**src/rtl/mul_64b.sv**
```systemverilog
// Iterative signed 64x64->128 radix-4 Booth multiplier: one digit per clock, 32 busy cycles, init_i ignored while busy.
// Define MUL_64B_EARLY_EXIT_EN to complete as soon as every remaining Booth digit would be zero.
module mul_64b (
   input  logic          clk_i,
   input  logic          rst_i,
   input  logic          init_i,
   output logic          done_o,
   input  logic [63:0]   multiplicand_i,
   input  logic [63:0]   multiplier_i,
   output logic [127:0]  product_o
);

   typedef enum logic {
      S_IDLE = 1'b0,
      S_BUSY = 1'b1
   } state_t;

   state_t          r_state;
   logic            r_done;
   logic [127:0]    r_product;
   logic [127:0]    r_mcand;
   logic [65:0]     r_mplier;
   logic [127:0]    r_acc;
   logic [5:0]      r_cnt;

   logic [127:0]    w_mcand_x2;
   logic [127:0]    w_addend;
   logic [127:0]    w_acc_sum;
   logic            w_last;

   assign done_o     = r_done;
   assign product_o  = r_product;
   assign w_mcand_x2 = {r_mcand[126:0], 1'b0};

   // Booth digit d = -2*m[2] + m[1] + m[0] selects the partial product.
   always_comb begin
      w_addend = '0;
      case (r_mplier[2:0])
         3'b001, 3'b010: w_addend = r_mcand;
         3'b011:         w_addend = w_mcand_x2;
         3'b100:         w_addend = ~w_mcand_x2 + 128'd1;
         3'b101, 3'b110: w_addend = ~r_mcand + 128'd1;
         default:        w_addend = '0;
      endcase
   end

   assign w_acc_sum = r_acc + w_addend;

`ifdef MUL_64B_EARLY_EXIT_EN
   // After this step the window starts at m[2]; uniform upper bits mean all later digits are zero.
   logic w_rest_zero;
   assign w_rest_zero = (&r_mplier[65:2]) | ~(|r_mplier[65:2]);
   assign w_last      = (r_cnt == 6'd31) | w_rest_zero;
`else
   assign w_last      = (r_cnt == 6'd31);
`endif

   always_ff @(posedge clk_i or posedge rst_i) begin
      if (rst_i) begin
         r_state   <= S_IDLE;
         r_done    <= 1'b1;
         r_product <= '0;
         r_mcand   <= '0;
         r_mplier  <= '0;
         r_acc     <= '0;
         r_cnt     <= '0;
      end else begin
         case (r_state)
            S_IDLE: begin
               if (init_i) begin
                  r_mcand  <= {{64{multiplicand_i[63]}}, multiplicand_i};
                  r_mplier <= {multiplier_i[63], multiplier_i, 1'b0};
                  r_acc    <= '0;
                  r_cnt    <= '0;
                  r_done   <= 1'b0;
                  r_state  <= S_BUSY;
               end
            end
            S_BUSY: begin
               r_acc    <= w_acc_sum;
               r_mcand  <= {r_mcand[125:0], 2'b00};
               r_mplier <= {{2{r_mplier[65]}}, r_mplier[65:2]};
               r_cnt    <= r_cnt + 6'd1;
               if (w_last) begin
                  r_product <= w_acc_sum;
                  r_done    <= 1'b1;
                  r_state   <= S_IDLE;
               end
            end
            default: r_state <= S_IDLE;
         endcase
      end
   end

endmodule

```
**config.mk**
```make
export PLATFORM = sky130hd
export DESIGN_NAME = mul_64b
export DESIGN_NICKNAME = d
export VERILOG_FILES = /design/src/rtl/mul_64b.sv
export SDC_FILE = /design/constraint.sdc
export NUM_CORES = 1
export LEC_CHECK = 0
export ABC_CLOCK_PERIOD_IN_PS = 16000
export CAP_MARGIN = 15
export CORE_ASPECT_RATIO = 1.75
export CORE_MARGIN = 2
export CORE_UTILIZATION = 39
export DETAILED_ROUTE_END_ITERATION = 8
export RECOVER_POWER = 25
export SYNTH_ARGS = -nofsm -noshare
export SYNTH_HDL_FRONTEND = slang
export SYNTH_SLANG_ARGS = --single-unit
```
**constraint.sdc**
```tcl
create_clock -name clk_i -period 16 [get_ports clk_i]
set_input_delay 1.6 -clock clk_i [delete_from_list [all_inputs] [get_ports clk_i]]
set_output_delay 1.6 -clock clk_i [all_outputs]
set_load 0.1 [all_outputs]
```
Fig. 1: routing congestion
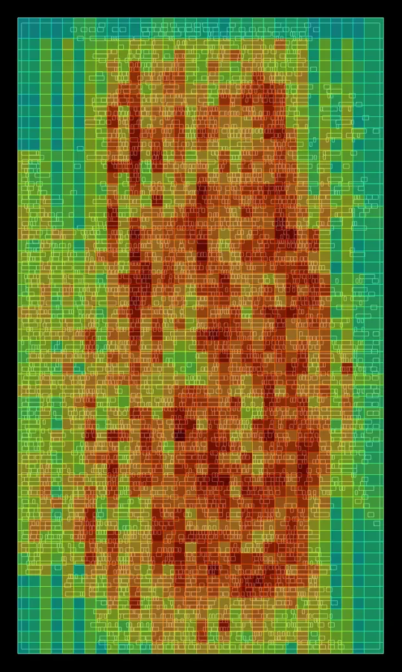
met3 usage: 0.0362
wire per inst: 22.2 um
met2 Track Usage GR: 0.460
GRT Overall Usage: 0.268
Final Util: 0.449

Fig. 2: clock distribution
Drawn at 1 px/um.
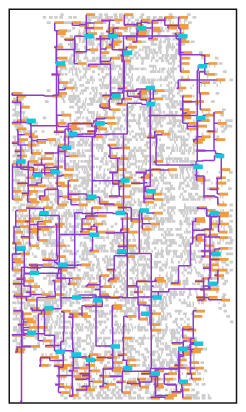
legend:
  clock wires:
    color: purple
    length: 7,720 um
  cells driving clock nets:
    color: cyan
    count: 49
  flip-flops:
    color: orange
    count: 458
flops lie: all over the die
clk_lat worst skew: 0.64 ns
worst clock skew: 0.0327 ns

==> flow_summary.ini <==
; flow metrics
[finish]
num-fill-cells = 8574
mostFrequentLayoutCell = nand2_1
drive_above_1_share = 0.0507
logic_gate_count = 3341
nNonClkBuffers = 305
clkCellAreaFrac = 0.0474
inv_count = 48
logic_area_um2 = 20500
nNetsFinal = 4464
diodes = 0
design_area_um2 = 38400

[placed_design]
placed_cells_incl_taps = 5304
place_area_um2 = 36600
gp_congestion = 0.961
dpl.hpwl_um = 85100

[global_routing]
grt_pass1_wl_um = 184000
overflow = 0
top_usage_layer = met2
grt_max_degree = 221

[critical_path]
cp-end-kind = flip-flop
cpMaxStageDelayCell = a2111oi_0
crit_cells = 23
crit_required_ns = 16.51
crit_fanout = 9
crit-reg2reg-capture = product_o[110]
cp.arrival_ns = 9.51
cp-endpoint = product_o[110]
r2r-start = r_mcand[49]
cpPeakStageDelay_ns = 0.75
ff2ff_path_depth = 23
startpoint_type = flip-flop

[clocking]
ctsRootBufferMaster = clkbuf_16
ctsHoldBuffers = 0
path_clk_slew_ns = 0.07
tritoncts = done
clockBufferDepth = 3
cts.sinks = 458
cts_max_level = 2

[drt]
ant_nets = 0
wl_met3_um = 5950
wl_met1_um = 46100
vias = 31600
wl_met2_um = 58700
drt_iter0_markers = 2476
dr.max_layer_used = met5

[floorplan]
dieArea_um2 = 88500
tap_cells = 1152
fp-row-count = 142

[logic_synthesis]
flop_cell = dfrtp_1
yosysTopAreaCell = dfrtp_1
netlist_top_cells_area = dfrtp_1 (34%), nand2_1 (9.4%), o21ai_0 (6.7%), mux2i_1 (4.9%), ha_1 (4.8%)
logic_family = AND-OR/OR-AND gates
edf_count = 0
synth_area_um2 = 33600
ys_seq_frac = 0.341
synth.area.mux_share = 0.0597
ys_sh_aoi = 0.229
ys_sh_simple = 0.199
yosysMostFrequentCell = nand2_1
yosys_cells = 4236
synthCells = 4236
ys_ff = 458

[final_timing]
fin_ws_ns = 7.00
drv_slew = 352
min_period_ns = 9.00
worst_slew_pin_slew_ns = 5.10
setup_viol = 0
setup_tns_ns = 0

[hold_path]
whs_path_depth = 2
hold_path_class = flip-flop to flip-flop

[outcome]
run_status = complete, but fails checks
violations = capacitance limit, slew limit

[run]
drv_cap = 6
warnings = 32
Fig. 3: the metal 3 layer
Drawn at 1 px/um.
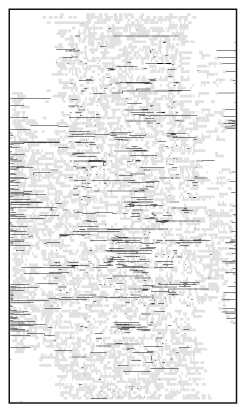
wire length on this layer: 5,950 um
nets with wire on the layer: 455
longest straight run: 80.7 um
share of all routed wire: 5.0%

Fig. 4: sequential cells grouped by signal name
Drawn at 1 px/um. Other sequential cells in the stronger gray, the rest of the logic in the fainter gray.
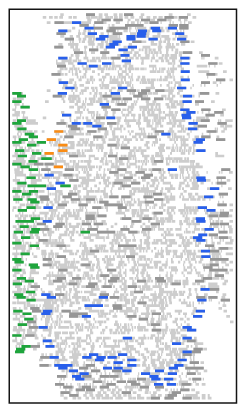
legend:
  `r_acc`:
    color: blue
    placed_flops: 128
    where: all over the die
  `r_cnt`:
    color: orange
    placed_flops: 6
  `r_mplier`:
    color: green
    placed_flops: 66

